File: config.mk
export PLATFORM = sky130hd
export DESIGN_NAME = spi_master_core
export DESIGN_NICKNAME = d
export VERILOG_FILES = /design/src/rtl/spi_master_core.sv
export SDC_FILE = /design/constraint.sdc
export NUM_CORES = 1
export LEC_CHECK = 0
export CAP_MARGIN = 30
export CORE_UTILIZATION = 59
export CTS_CLUSTER_DIAMETER = 150
export DETAILED_ROUTE_END_ITERATION = 16
export PLACE_DENSITY = 0.85
export SLEW_MARGIN = 15
export SYNTH_ARGS = -nofsm -noshare
export SYNTH_HDL_FRONTEND = slang
export SYNTH_SLANG_ARGS = --single-unit
File: constraint.sdc
create_clock -name clk -period 5.3 [get_ports clk]
set_input_delay 0.795 -clock clk [delete_from_list [all_inputs] [get_ports clk]]
set_output_delay 0.795 -clock clk [all_outputs]
set_load 0.01 [all_outputs]
File: src/rtl/spi_master_core.sv
// spi_master_core: full-duplex SPI master engine, one transfer per accepted strobe.
//
// Parameters
//   DATA_W  bits per transfer (>= 2)
//   NUM_SS  number of active-low slave selects (>= 1)
//   DIV_W   width of clk_div
//   SS_W    width of the binary slave index (derived from NUM_SS by default)
//
// Ports
//   clk, rst       system clock (rising edge) and asynchronous active-high reset
//   toXmit         word to send, sampled on an accepted strobe
//   strobe         start request, accepted only while idle (including the Ready cycle)
//   ss             binary slave index; values >= NUM_SS select no slave
//   cpol, cpha     SPI mode, sampled on an accepted strobe
//   clk_div        sck half-period = clk_div + 1 clk cycles, sampled on an accepted strobe
//   Rcvd           last received word, updated only at completion
//   Ready          single-cycle completion pulse
//   busy           high from accepted strobe until the Ready cycle (exclusive)
//   sck, mosi      SPI clock and serial data out
//   miso           serial data in, sampled directly (no synchroniser)
//   ss_n           one-hot active-low slave selects
//
// Optional feature
//   SPI_MASTER_LSB_FIRST_EN: when defined, adds input lsb_first (sampled on an accepted
//   strobe) selecting LSB-first transmit and receive. Undefined: always MSB-first.

module spi_master_core #(
   parameter int DATA_W = 8,
   parameter int NUM_SS = 2,
   parameter int DIV_W  = 8,
   parameter int SS_W   = (NUM_SS > 1) ? $clog2(NUM_SS) : 1
) (
   input  logic              clk,
   input  logic              rst,
   input  logic [DATA_W-1:0] toXmit,
   input  logic              strobe,
   input  logic [SS_W-1:0]   ss,
   input  logic              cpol,
   input  logic              cpha,
   input  logic [DIV_W-1:0]  clk_div,
   output logic [DATA_W-1:0] Rcvd,
   output logic              Ready,
   output logic              busy,
   output logic              sck,
   output logic              mosi,
   input  logic              miso,
`ifdef SPI_MASTER_LSB_FIRST_EN
   input  logic              lsb_first,
`endif
   output logic [NUM_SS-1:0] ss_n
);

   localparam int CNT_W = $clog2(2 * DATA_W + 1);
   localparam logic [CNT_W-1:0] LAST_EDGE    = CNT_W'(2 * DATA_W);
   localparam logic [CNT_W-1:0] LAST_EDGE_M1 = CNT_W'(2 * DATA_W - 1);

   typedef enum logic [1:0] {StIdle, StSetup, StShift, StHold} state_e;

   state_e              state_q, state_d;
   logic [DIV_W-1:0]    div_q, div_d;
   logic [DIV_W-1:0]    tick_q, tick_d;
   logic [CNT_W-1:0]    edge_q, edge_d;
   logic [DATA_W-1:0]   tx_q, tx_d;
   logic [DATA_W-1:0]   rx_q, rx_d;
   logic                cpol_q, cpol_d;
   logic                cpha_q, cpha_d;
   logic                lsb_q, lsb_d;

   logic [DATA_W-1:0]   rcvd_d;
   logic                ready_d, busy_d, sck_d, mosi_d;
   logic [NUM_SS-1:0]   ss_n_d;

   logic [NUM_SS-1:0]   sel;
   logic [DATA_W-1:0]   tx_shift;
   logic [DATA_W-1:0]   rx_shift;
   logic                tx_next_bit;
   logic                lsb_in;
   logic                expire;
   logic                leading;
   logic                shift_ok;

`ifdef SPI_MASTER_LSB_FIRST_EN
   assign lsb_in = lsb_first;
`else
   assign lsb_in = 1'b0;
`endif

   // Decode the binary slave index; out-of-range indices leave every line deasserted.
   always_comb begin
      sel = '0;
      for (int i = 0; i < NUM_SS; i++) begin
         sel[i] = (int'(ss) == i);
      end
   end

   always_comb begin
      tx_shift    = lsb_q ? (tx_q >> 1) : (tx_q << 1);
      tx_next_bit = lsb_q ? tx_shift[0] : tx_shift[DATA_W-1];
      rx_shift    = lsb_q ? {miso, rx_q[DATA_W-1:1]} : {rx_q[DATA_W-2:0], miso};
   end

   // edge_q counts sck edges already driven, so the edge about to be driven is odd
   // (leading) when edge_q is even.
   assign expire  = (tick_q == div_q);
   assign leading = ~edge_q[0];
   // CPHA=0 never shifts after the final edge; CPHA=1 drives the MSB on the first
   // leading edge without shifting.
   assign shift_ok = cpha_q ? (edge_q != '0) : (edge_q != LAST_EDGE_M1);

   always_comb begin
      state_d = state_q;
      div_d   = div_q;
      tick_d  = tick_q;
      edge_d  = edge_q;
      tx_d    = tx_q;
      rx_d    = rx_q;
      cpol_d  = cpol_q;
      cpha_d  = cpha_q;
      lsb_d   = lsb_q;
      rcvd_d  = Rcvd;
      ready_d = 1'b0;
      busy_d  = busy;
      sck_d   = sck;
      mosi_d  = mosi;
      ss_n_d  = ss_n;

      unique case (state_q)
         StIdle: begin
            sck_d = cpol;
            if (strobe) begin
               state_d = StSetup;
               tick_d  = '0;
               edge_d  = '0;
               div_d   = clk_div;
               cpol_d  = cpol;
               cpha_d  = cpha;
               lsb_d   = lsb_in;
               tx_d    = toXmit;
               rx_d    = '0;
               mosi_d  = lsb_in ? toXmit[0] : toXmit[DATA_W-1];
               ss_n_d  = ~sel;
               busy_d  = 1'b1;
            end
         end

         // SETUP is the first half-period; SHIFT covers every edge plus the
         // half-period that follows the last one.
         StSetup, StShift: begin
            tick_d = tick_q + DIV_W'(1);
            if (expire) begin
               tick_d = '0;
               if (edge_q == LAST_EDGE) begin
                  state_d = StHold;
               end else begin
                  state_d = StShift;
                  edge_d  = edge_q + CNT_W'(1);
                  sck_d   = leading ? ~cpol_q : cpol_q;
                  if (leading ^ cpha_q) begin
                     rx_d = rx_shift;
                  end else if (shift_ok) begin
                     tx_d   = tx_shift;
                     mosi_d = tx_next_bit;
                  end
               end
            end
         end

         StHold: begin
            tick_d = tick_q + DIV_W'(1);
            if (expire) begin
               state_d = StIdle;
               tick_d  = '0;
               sck_d   = cpol_q;
               ss_n_d  = '1;
               busy_d  = 1'b0;
               ready_d = 1'b1;
               rcvd_d  = rx_q;
            end
         end

         default: state_d = StIdle;
      endcase
   end

   always_ff @(posedge clk or posedge rst) begin
      if (rst) begin
         state_q <= StIdle;
         div_q   <= '0;
         tick_q  <= '0;
         edge_q  <= '0;
         tx_q    <= '0;
         rx_q    <= '0;
         cpol_q  <= 1'b0;
         cpha_q  <= 1'b0;
         lsb_q   <= 1'b0;
         Rcvd    <= '0;
         Ready   <= 1'b0;
         busy    <= 1'b0;
         sck     <= 1'b0;
         mosi    <= 1'b0;
         ss_n    <= '1;
      end else begin
         state_q <= state_d;
         div_q   <= div_d;
         tick_q  <= tick_d;
         edge_q  <= edge_d;
         tx_q    <= tx_d;
         rx_q    <= rx_d;
         cpol_q  <= cpol_d;
         cpha_q  <= cpha_d;
         lsb_q   <= lsb_d;
         Rcvd    <= rcvd_d;
         Ready   <= ready_d;
         busy    <= busy_d;
         sck     <= sck_d;
         mosi    <= mosi_d;
         ss_n    <= ss_n_d;
      end
   end

endmodule

floorplan.png
The bar under the picture is 20 µm long. Pins as bars on the die edge.
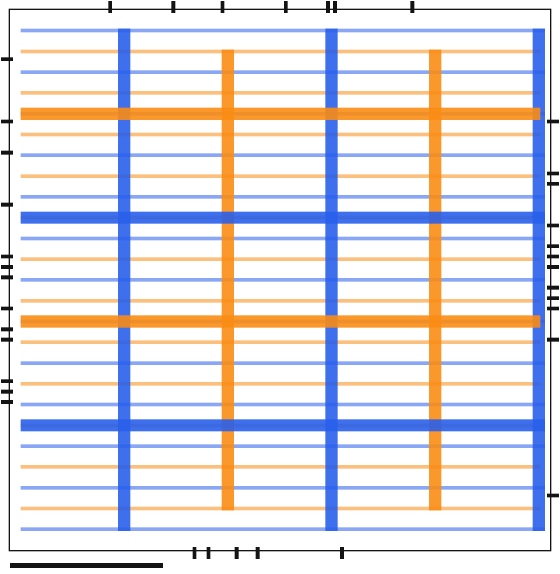
| colour | net |
|---|---|
| blue | VSS |
| orange | VDD |
signal pins: 37
met1 rails: 25
rows: 24

class_map.png
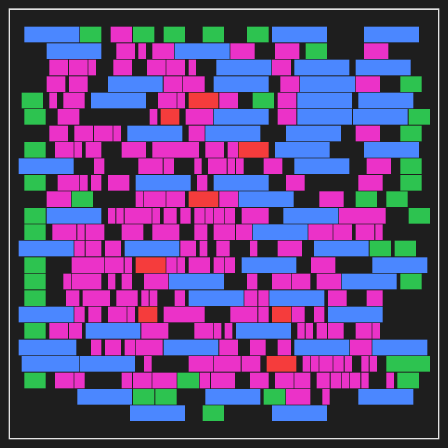
| colour | class | cells |
|---|---|---|
| magenta | remaining logic cells | 184 |
| red | clock drivers and dummy loads | 8 |
| green | remaining buffers and delay cells | 37 |
| blue | registers | 54 |

==> job_summary.md <==
## Synthesis and layout report

| Metric | Value |
|---|---|
| Status | `completed` |
| Setup WS pre-CTS | `2.30 ns` |
| TritonCTS clock tree | `yes` |
| Ports placed on the boundary | `37` |
| Count of cell types in the netlist | `55` |
| Cts bufs inserted | `5` |
| Final period util | `51.5%` |
| Worst relative slew slack | `34.5%` |
| Final setup viols | `0` |
| Share of async-settable or async-resettable flops after synthesis | `100%` |
| DIE AREA | `5000 µm²` |
| Critical path cell sequence | `inv_1 -> ha_1 -> mux2i_2 -> a21o_1 -> a31oi_4 -> o2bb2ai_1 -> o221ai_1` |
| Fraction of met1 tracks used by global routing | `31.7%` |
| Residual DRC count | `0` |
| Tmin final | `2.73 ns` |
| Buffer cell driving the clock tree root | `clkbuf_8` |
| Maximum vdd ir drop | `0.107 mV` |
| Proportion of layout cells with a drive suffix above 1 | `15.9%` |
| Most common flop cell mapped by yosys | `dfrtp_1` |
| GRT Overall Usage | `23.2%` |
| Total global routing overflow | `0` |
| FF-to-FF End | `tx_q[6]` |
| Classification of the worst setup path | `reg2reg` |
| FF+latch count, synth | `54` |
| Finished Core Util | `74.0%` |
| Buf/Inv on CP | `1` |
| Min-Delay Endpoint | `rx_q[7]` |
| Metal-1 WL | `2570 µm` |
| Post-synthesis share of cell area spent on full adders, half adders and majority gates | `3.14%` |
| Final count of hold timing violations | `0` |
| Simple-gate share of the synthesized area | `12.0%` |
| Start point of the worst min-delay path | `rx_q[7]` |
| Most frequent standard cell in the layout excluding fill and tap cells | `dfrtp_1` |
| RSZ-0062 raised after global routing | `no` |
| Slowest stage cell, crit path | `ha_1` |
| WP depth | `7` |
| Count of antenna-violating nets left after detailed routing | `0` |
| Chip area estimate from yosys synthesis | `2790 µm²` |
| Post-synth top area share | `46.7%` |
| Clock Skews | `0.00645 ns` |
| Minimum setup slack among reg-to-reg paths | `2.57 ns` |
| Row count | `24` |
| Met2 layer usage reported by global route | `38.1%` |
| Post-synthesis share of cell area spent on xor and xnor gates | `3.14%` |
| Overall routed net length | `5410 µm` |
| Main area contributors | `dfrtp_1 (47%), mux2_2 (7.3%), mux2i_1 (4.0%), ha_1 (3.1%), xnor2_1 (2.8%)` |
| Global-route wire length before repair | `9090 µm` |
| Detailed Routing Iterations Pass 1 | `4` |
| Portion of the post-synthesis area used by sequential elements | `48.6%` |
| Sink count of the clock tree | `54` |
| Most used standard cell by instance count after synthesis | `dfrtp_1` |
| Via Count | `2029` |
| OpenROAD warning count | `29` |
| Maximum buffer depth of the clock tree | `2` |
| Placed Cells | `327` |
| Hold buffer count at CTS | `0` |
| Dominant cell type by area after synthesis | `dfrtp_1` |
| Post-Syn Nets | `275` |
| Post-Synthesis Cells | `245` |
| Antenna violations before repair | `0` |
| Via count of the first global-routing pass | `2001` |
| Iter 0 DRT Violations | `108` |
| Maximum achievable frequency | `0.367 GHz` |
| Slowest stage delay, CP | `0.88 ns` |
| Static leakage | `1.53 nW` |
| Post-synth EDFFs | `0` |
| Post-synthesis area per instance | `11.4 µm²` |
| Worst Slack Setup Final | `2.57 ns` |
| Most frequent cells in the layout | `dfrtp_1 (52), clkdlybuf4s50_1 (36), nand2_1 (19)` |
| Die x size | `70.7 µm` |
| Number of max-cap violations | `0` |
| Worst hold path class | `reg2reg` |
| Most frequent cells after synthesis | `dfrtp_1 (52), nand2_1 (19), mux2_2 (18), inv_1 (15), mux2i_1 (11)` |
| GR Layer Usage met3 | `3.56%` |
| Routed wl met2 | `2540 µm` |
| Wire length per cell | `16.1 µm` |
| Mean number of vias per cell | `6.06` |
| Cell area after placement | `3190 µm²` |
| Largest net degree at the start of global routing | `34` |
| YS warnings | `0` |
| AO/OA Area Share | `17.3%` |
| Main combinational cell family by area after synthesis | `AND-OR/OR-AND gates` |
| Highest routed layer | `met4` |
| Timing endpoint of the critical path | `tx_q[6]` |
| Worst hold slack after final layout | `0.511 ns` |
| Post-CTS Setup Bufs | `0` |
| Tally of buffers added on design ports | `36` |
| Gpl congestion | `0.855` |
| DP HPWL | `3770 µm` |
| WHS Path Cells | `1` |
| Total standard cell area after synthesis | `2790 µm²` |
| Power per cell area | `207 nW/µm²` |
| Quantity of gates resized following cts | `0` |
| Critical path's top delay family | `AND-OR/OR-AND gates` |
| Transition time of the tightest slew-check pin | `0.980 ns` |
| CTS clock-pin slew for the worst setup and hold paths | `0.10 ns` |
| Multiplexer share of the synthesized area | `12.3%` |
| Number of pins exceeding their max-slew limit in the final report | `0` |
| Number of non-filler instances in the completed layout | `335` |
| Endpoint required time on the critical path | `5.47 ns` |
| Highest fanout seen on the critical path | `21` |
| Startpoint of the lowest-slack register-to-register path | `state_q[0]` |
| Number of nets at the end of the flow | `312` |
| Worst setup path startpoint | `state_q[0]` |
| Number of diodes | `0` |
| Total length of routed met3 wires | `230 µm` |
| Insertion delay at the late pin of the worst-skew pair | `0.32 ns` |
| Cell depth of the worst flop-to-flop path | `7` |
| Yosys cell count | `245` |
| Critical path arrival | `2.90 ns` |
| Core Area | `4440 µm²` |
| Kind of launch point of the worst setup path | `flip-flop` |
| Filler cells | `317` |
| Die H | `70.7 µm` |
| CTS H-tree lvls | `2` |
| Setup_tns | `0 ns` |
| Area added between synthesis and finish | `18.1%` |
| Post-route cell area | `3290 µm²` |
| Final Total Pwr | `680 µW` |
| Layer with the highest usage after global routing | `met2` |
| Starting density of the core | `62.7%` |
| CP endpoint kind | `flip-flop` |
clock_wires.png
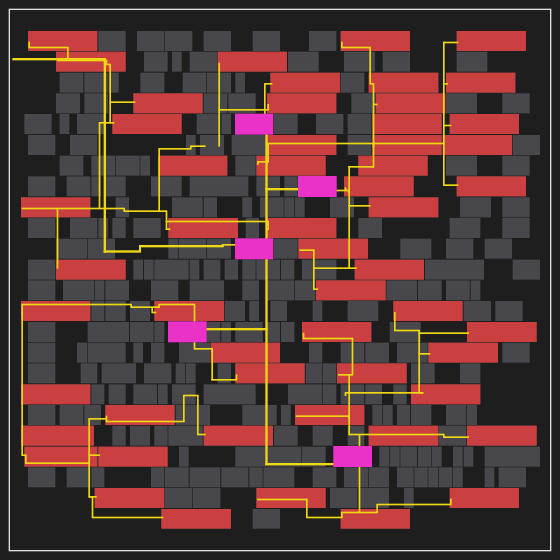
[red] flip-flops | count: 54
[magenta] clock-net drivers | count: 5
[yellow] clock wires | length: 609 µm
flops lie: all over the die

layers.png
The bar under the picture is 20 µm long.
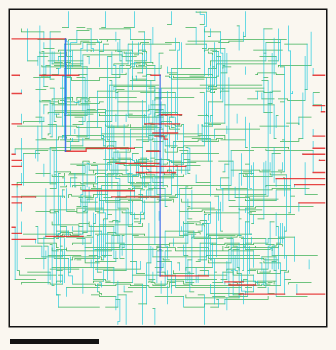
| colour | layer | wire length |
|---|---|---|
| blue | M4 | 70.0 µm |
| red | M3 | 230 µm |
| green | M1 | 2570 µm |
| cyan | M2 | 2540 µm |

where the power goes:
| group | total (mW) | switching (mW) | internal, mW |
|---|---|---|---|
| Clock | 0.241 | 0.145 | 0.0957 |
| Combinational | 0.0270 | 0.0110 | 0.0160 |
| Sequential | 0.412 | 0 | 0.412 |
area by class of cell:
| class | instances | area, µm² | area share [%] |
|---|---|---|---|
| repair buffers | 37 | 380 | 11.6 |
| flip-flops and latches | 54 | 1350 | 41.2 |
| clock inverters | 3 | 26.3 | 0.799 |
| multi-input cells | 168 | 1330 | 40.6 |
| clock buffers | 5 | 68.8 | 2.09 |
| well taps | 52 | 65.1 | 1.98 |
| inverters | 16 | 60.1 | 1.83 |
Power figures rest on the tool's default switching activity, not on a simulated workload.
